**src/rtl/fwd_pkg.sv**
```systemverilog
// Shared types and helpers for the EX-stage forwarding and load-use hazard unit.
// History entries are sized for the default datapath (64-bit data, 5-bit register index).
package fwd_pkg;

    localparam int HIST_DATA_W   = 64;
    localparam int HIST_REG_AW   = 5;
    localparam int ZERO_REG_DFLT = 31;

    typedef struct packed {
        logic                   valid;
        logic                   regwrite;
        logic                   memread;
        logic [HIST_REG_AW-1:0] rd;
        logic [HIST_DATA_W-1:0] data;
    } hist_entry_t;

    // Select code 0 means register file; codes 1..depth name history entries.
    function automatic int sel_width(input int depth);
        return (depth < 1) ? 1 : $clog2(depth + 1);
    endfunction

endpackage

```
**src/rtl/fwd_hazard_unit_match.sv**
```systemverilog
// Priority matcher for one EX operand: the youngest valid producer of the
// source register wins; the hardwired-zero register is never forwarded.
module fwd_match
    import fwd_pkg::*;
#(
    parameter int DATA_W    = 64,
    parameter int REG_AW    = 5,
    parameter int ZERO_REG  = ZERO_REG_DFLT,
    parameter int FWD_DEPTH = 2,
    parameter int SEL_W     = sel_width(FWD_DEPTH)
) (
    input  logic [REG_AW-1:0] i_rs,
    input  logic [DATA_W-1:0] i_opnd,
    input  hist_entry_t       i_hist [FWD_DEPTH],
    output logic [SEL_W-1:0]  o_sel,
    output logic [DATA_W-1:0] o_fwd
);

    localparam logic [REG_AW-1:0] ZERO_IDX = REG_AW'(ZERO_REG);

    // Walk oldest to youngest so the lowest matching index is the last assignment.
    always_comb begin
        o_sel = '0;
        o_fwd = i_opnd;
        for (int k = FWD_DEPTH - 1; k >= 0; k--) begin
            if (i_hist[k].valid && i_hist[k].regwrite &&
                (REG_AW'(i_hist[k].rd) == i_rs) && (i_rs != ZERO_IDX)) begin
                o_sel = SEL_W'(k + 1);
                o_fwd = DATA_W'(i_hist[k].data);
            end
        end
    end

endmodule

```
**src/rtl/fwd_hazard_unit.sv**
```systemverilog
// EX-stage forwarding unit with its own in-flight destination history,
// a one-shot load-use stall FSM, a saturating stall counter and a sticky hazard flag.
module fwd_hazard_unit
    import fwd_pkg::*;
#(
    parameter int DATA_W    = 64,
    parameter int REG_AW    = 5,
    parameter int ZERO_REG  = ZERO_REG_DFLT,
    parameter int FWD_DEPTH = 2,
    parameter int CNT_W     = 16
) (
    input  logic                            clk,
    input  logic                            reset,
    input  logic                            ex_valid,
    input  logic [REG_AW-1:0]               ex_rs_a,
    input  logic [REG_AW-1:0]               ex_rs_b,
    input  logic [DATA_W-1:0]               ex_opnd_a,
    input  logic [DATA_W-1:0]               ex_opnd_b,
    input  logic [REG_AW-1:0]               ex_rd,
    input  logic                            ex_regwrite,
    input  logic                            ex_memread,
    input  logic [DATA_W-1:0]               ex_result,
    input  logic [DATA_W-1:0]               mem_rdata,
    input  logic                            id_valid,
    input  logic [REG_AW-1:0]               id_rs_a,
    input  logic [REG_AW-1:0]               id_rs_b,
    input  logic                            flush,
    output logic [DATA_W-1:0]               fwd_a,
    output logic [DATA_W-1:0]               fwd_b,
    output logic [sel_width(FWD_DEPTH)-1:0] sel_a,
    output logic [sel_width(FWD_DEPTH)-1:0] sel_b,
    output logic                            stall_id,
    output logic                            hazard_err,
    output logic [CNT_W-1:0]                stall_count
);

    localparam int                SEL_W    = sel_width(FWD_DEPTH);
    localparam logic [REG_AW-1:0] ZERO_IDX = REG_AW'(ZERO_REG);

    typedef enum logic {ST_IDLE, ST_STALL} state_t;

    state_t           r_state;
    hist_entry_t      r_hist [FWD_DEPTH];
    logic [CNT_W-1:0] r_stall_count;
    logic             r_hazard_err;

    hist_entry_t      w_hist_in;
    logic             w_lu;
    logic             w_stall;
    logic             w_load_hit_a;
    logic             w_load_hit_b;

    // A load in EX whose destination is read by the instruction in ID.
    assign w_lu = id_valid & ex_valid & ex_memread & ex_regwrite &
                  (ex_rd != ZERO_IDX) & ((ex_rd == id_rs_a) | (ex_rd == id_rs_b));
    assign w_stall = w_lu & (r_state == ST_IDLE) & ~flush & ~reset;

    always_comb begin
        w_hist_in.valid    = ex_valid & ~flush;
        w_hist_in.regwrite = ex_regwrite;
        w_hist_in.memread  = ex_memread;
        w_hist_in.rd       = HIST_REG_AW'(ex_rd);
        w_hist_in.data     = HIST_DATA_W'(ex_result);
    end

    // Payload shifts freely; only the valid bits are cleared by reset.
    always_ff @(posedge clk) begin
        r_hist[0] <= w_hist_in;
        for (int k = 1; k < FWD_DEPTH; k++) begin
            r_hist[k] <= r_hist[k-1];
            if (k == 1 && r_hist[0].memread) begin
                r_hist[k].data <= HIST_DATA_W'(mem_rdata);
            end
        end
        if (reset) begin
            for (int k = 0; k < FWD_DEPTH; k++) begin
                r_hist[k].valid <= 1'b0;
            end
        end
    end

    fwd_match #(
        .DATA_W    (DATA_W),
        .REG_AW    (REG_AW),
        .ZERO_REG  (ZERO_REG),
        .FWD_DEPTH (FWD_DEPTH),
        .SEL_W     (SEL_W)
    ) u_match_a (
        .i_rs   (ex_rs_a),
        .i_opnd (ex_opnd_a),
        .i_hist (r_hist),
        .o_sel  (sel_a),
        .o_fwd  (fwd_a)
    );

    fwd_match #(
        .DATA_W    (DATA_W),
        .REG_AW    (REG_AW),
        .ZERO_REG  (ZERO_REG),
        .FWD_DEPTH (FWD_DEPTH),
        .SEL_W     (SEL_W)
    ) u_match_b (
        .i_rs   (ex_rs_b),
        .i_opnd (ex_opnd_b),
        .i_hist (r_hist),
        .o_sel  (sel_b),
        .o_fwd  (fwd_b)
    );

    // Winning entry is a load still in MEM: its data is the address, not the loaded value.
    assign w_load_hit_a = (sel_a == SEL_W'(1)) & r_hist[0].memread;
    assign w_load_hit_b = (sel_b == SEL_W'(1)) & r_hist[0].memread;

    always_ff @(posedge clk) begin
        if (reset) begin
            r_state       <= ST_IDLE;
            r_stall_count <= '0;
            r_hazard_err  <= 1'b0;
        end else begin
            case (r_state)
                ST_IDLE:  r_state <= w_stall ? ST_STALL : ST_IDLE;
                ST_STALL: r_state <= ST_IDLE;
            endcase
            if (w_stall && (r_stall_count != '1)) begin
                r_stall_count <= r_stall_count + CNT_W'(1);
            end
            if (ex_valid && (w_load_hit_a || w_load_hit_b)) begin
                r_hazard_err <= 1'b1;
            end
        end
    end

    assign stall_id    = w_stall;
    assign hazard_err  = r_hazard_err;
    assign stall_count = r_stall_count;

endmodule
```
**config.mk**
```make
export PLATFORM = sky130hd
export DESIGN_NAME = fwd_hazard_unit
export DESIGN_NICKNAME = d
export VERILOG_FILES = /design/src/rtl/fwd_pkg.sv /design/src/rtl/fwd_hazard_unit_match.sv /design/src/rtl/fwd_hazard_unit.sv
export SDC_FILE = /design/constraint.sdc
export NUM_CORES = 1
export LEC_CHECK = 0
export ABC_AREA = 1
export CORE_AREA = 3 3 170 172
export DETAILED_ROUTE_END_ITERATION = 10
export DIE_AREA = 0 0 173 175
export PLACE_DENSITY = 0.65
export SYNTH_ARGS = -nofsm -noshare
export SYNTH_HDL_FRONTEND = slang
export SYNTH_SLANG_ARGS = --single-unit
```
**constraint.sdc**
```tcl
create_clock -name clk -period 2.93 [get_ports clk]
set_input_delay 0.7325 -clock clk [delete_from_list [all_inputs] [get_ports clk]]
set_output_delay 0.7325 -clock clk [all_outputs]
set_load 0.02 [all_outputs]
```
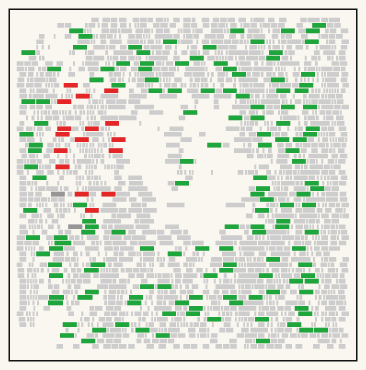
(images/registers.png)
Drawn at 2 px/um. Other sequential cells in the stronger grey, the rest of the logic in the fainter grey.
legend:
  stall_count:
    colour: red
    sequential_cells: 16
  r_hist:
    colour: green
    sequential_cells: 143
    where: widely spread
Layout Utilization: 66.1%
sequential share of cell area: 17.7%
P_seq: 2390 uW

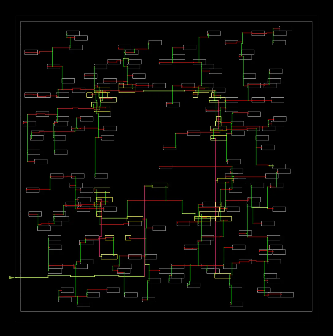
(images/final_clocks.png)
final clock skew: 17.2 ps
total CTS buffers: 17
clk pwr: 2260 uW
clk latency late pin: 430 ps
flip-flops: 161

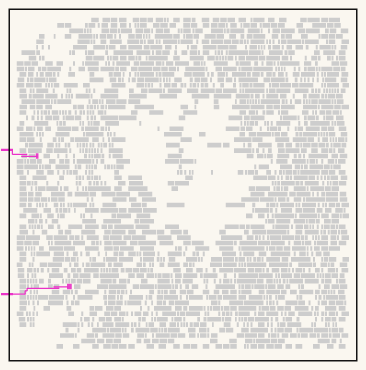
(images/port_nets.png)
Drawn at 2 px/um.
legend:
  sel_b:
    colour: magenta
    bits: 2
    direction: output
    edge: west
    end_cells: 2
    buffers: 2
    wire: 52.4 um
io pins: 438
IO Port Bufs: 437

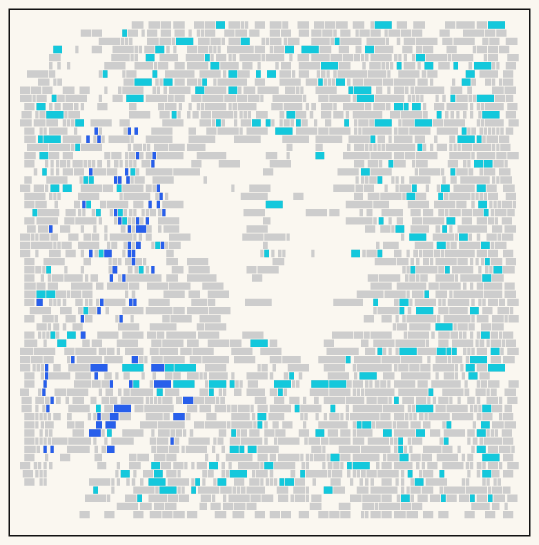
(images/gate_families.png)
Drawn at 3 px/um.
legend:
  NOR gates:
    colour: blue
    cells: 72
    most_used: nor2_1
  inverting AOI/OAI gates:
    colour: cyan
    cells: 213
    most_used: o21ai_2
    where: widely spread
most frequent logic cell in the layout: nand2_1
non-filler cells, final: 2329
Comb area share: 33.1%

==> impl_metrics.toml <==
# physical design summary
[drt]
drc = 0
post_drt_wl_per_cell_um = 20.7
vias_per_cell = 5.04

[synthesis]
ys_seq_share_pct = 37.0
yosys.area.top_type = "dfxtp_1"
synth-edff-count = 0
synth_cells = 1409
yosys_warnings = 0
ys_async_sr_fraction_pct = 0
syn_area_mm2 = 0.00871
topCellsByArea = "dfxtp_1 (37%), nand2_1 (20%), inv_1 (11%), nand3_1 (8.3%), o21ai_1 (6.4%)"
yosys_cells = 1409

[worst_setup_path]
worstPathRequired_ps = 2200
worst_setup_path_start_kind = "input pin"
critPathKind = "in2out"
r2r_end = "stall_count[15]"

[timing]
setup_slack_ps = -129
fmax_mhz = 327
slew_headroom_pct = 56.7
tightest_slew_ps = 650
finalSetupViolCount = 97
period_used_pct = 104
finalMaxSlewViolations = 0
finalHoldViolCount = 0

[placement]
dp.cells = 2206
pre_cts_slack_ps = -1060
dp_hpwl_mm = 27.9

[pwr]
leakage_uw = 0.00870
p_per_area_mw_per_mm2 = 338

[flow_run]
maxCapViolations = 0

[outcome]
outcome = "finished with violations"
failed_checks = "negative setup slack"

[clock_network]
cts_resized = 1007
numClockSinks = 161
root_buffer = "clkbuf_16"

[die]
fp-row-count = 61

[cells_and_area]
register_area_mm2 = 0.00323
drive_above_1_share_pct = 32.6
num-nets-final = 2220
largest_reg_flops = 143

[grt]
antenna_found_initial = 9
grt_pass1_vias = 11427

[hold_path]
min_from = "r_hist[142]"
hold_class = "reg2reg"
[routing by layer]
metal  track usage (%)  vias to the layer above  wire length (um)
met5                 0                        -                31
met4              12.1                        4              2180
met3              6.37                      149              3920
met2              49.7                      674             23700
met1              34.3                     5476             18400
li1                  -                     5430                 -
[layout make-up]
cell class	count	share of cell area, %
Clock buffer	20	2.50
Tap cell	378	2.59
Timing Repair Buffer	583	38.1
Multi-Input combinational cell	919	33.1
Antenna cell	7	0.0960
Inverter	249	5.24
Clock inverter	12	0.665
Sequential cell	161	17.7
[layout by cell type (no fill, tap or decap), types with 49 or more instances in the layout]
cell type,count
nand3_4,49
o21ai_0,72
clkdlybuf4s50_1,291
nor2_1,54
nand2_2,52
buf_4,54
nand3_2,49
o21ai_2,77
nand2_1,394
inv_1,243
dfxtp_1,155
buf_6,145
[cells by family (layout without fill, tap and decap cells)]
group	count (synthesis)	in the layout	synth area share, %
compound gates	213	213	12.4
xor+xnor	9	9	0.905
fa+ha+maj	1	1	0.144
buf+inv	330	864	16.3
flops	161	161	37.0
other cells	0	7	0
simple gates	695	696	33.3
[worst max-delay path, stage by stage]
cell,delay (ps)
buf_6,100
buf_6,110
buf_6,120
xor2_4,150
nor3_4,140
buf_6,180
buf_8,140
buf_12,140
buf_12,140
nand3_2,90
nand3_2,90
o21ai_2,60
buf_6,130
[metrics by stage]
stage | setup TNS [ps] | util [%] | cell area, um2
2_1_floorplan | 0 | - | 8710
3_3_place_gp | -109390 | 50.0 | 13800
3_5_place_dp | -112480 | 50.0 | 13800
4_1_cts | -6620 | 60.7 | 16800
5_1_grt | -14460 | 66.1 | 18300
6_report | -5820 | 66.1 | 18300
[where the power goes]
| group | switching [uW] | internal, uW |
|---|---|---|
| clock | 1030 | 1230 |
| combinational | 729 | 795 |
| sequential | 68.9 | 2320 |
No activity file was given, so power comes from the tool's default toggle rates.
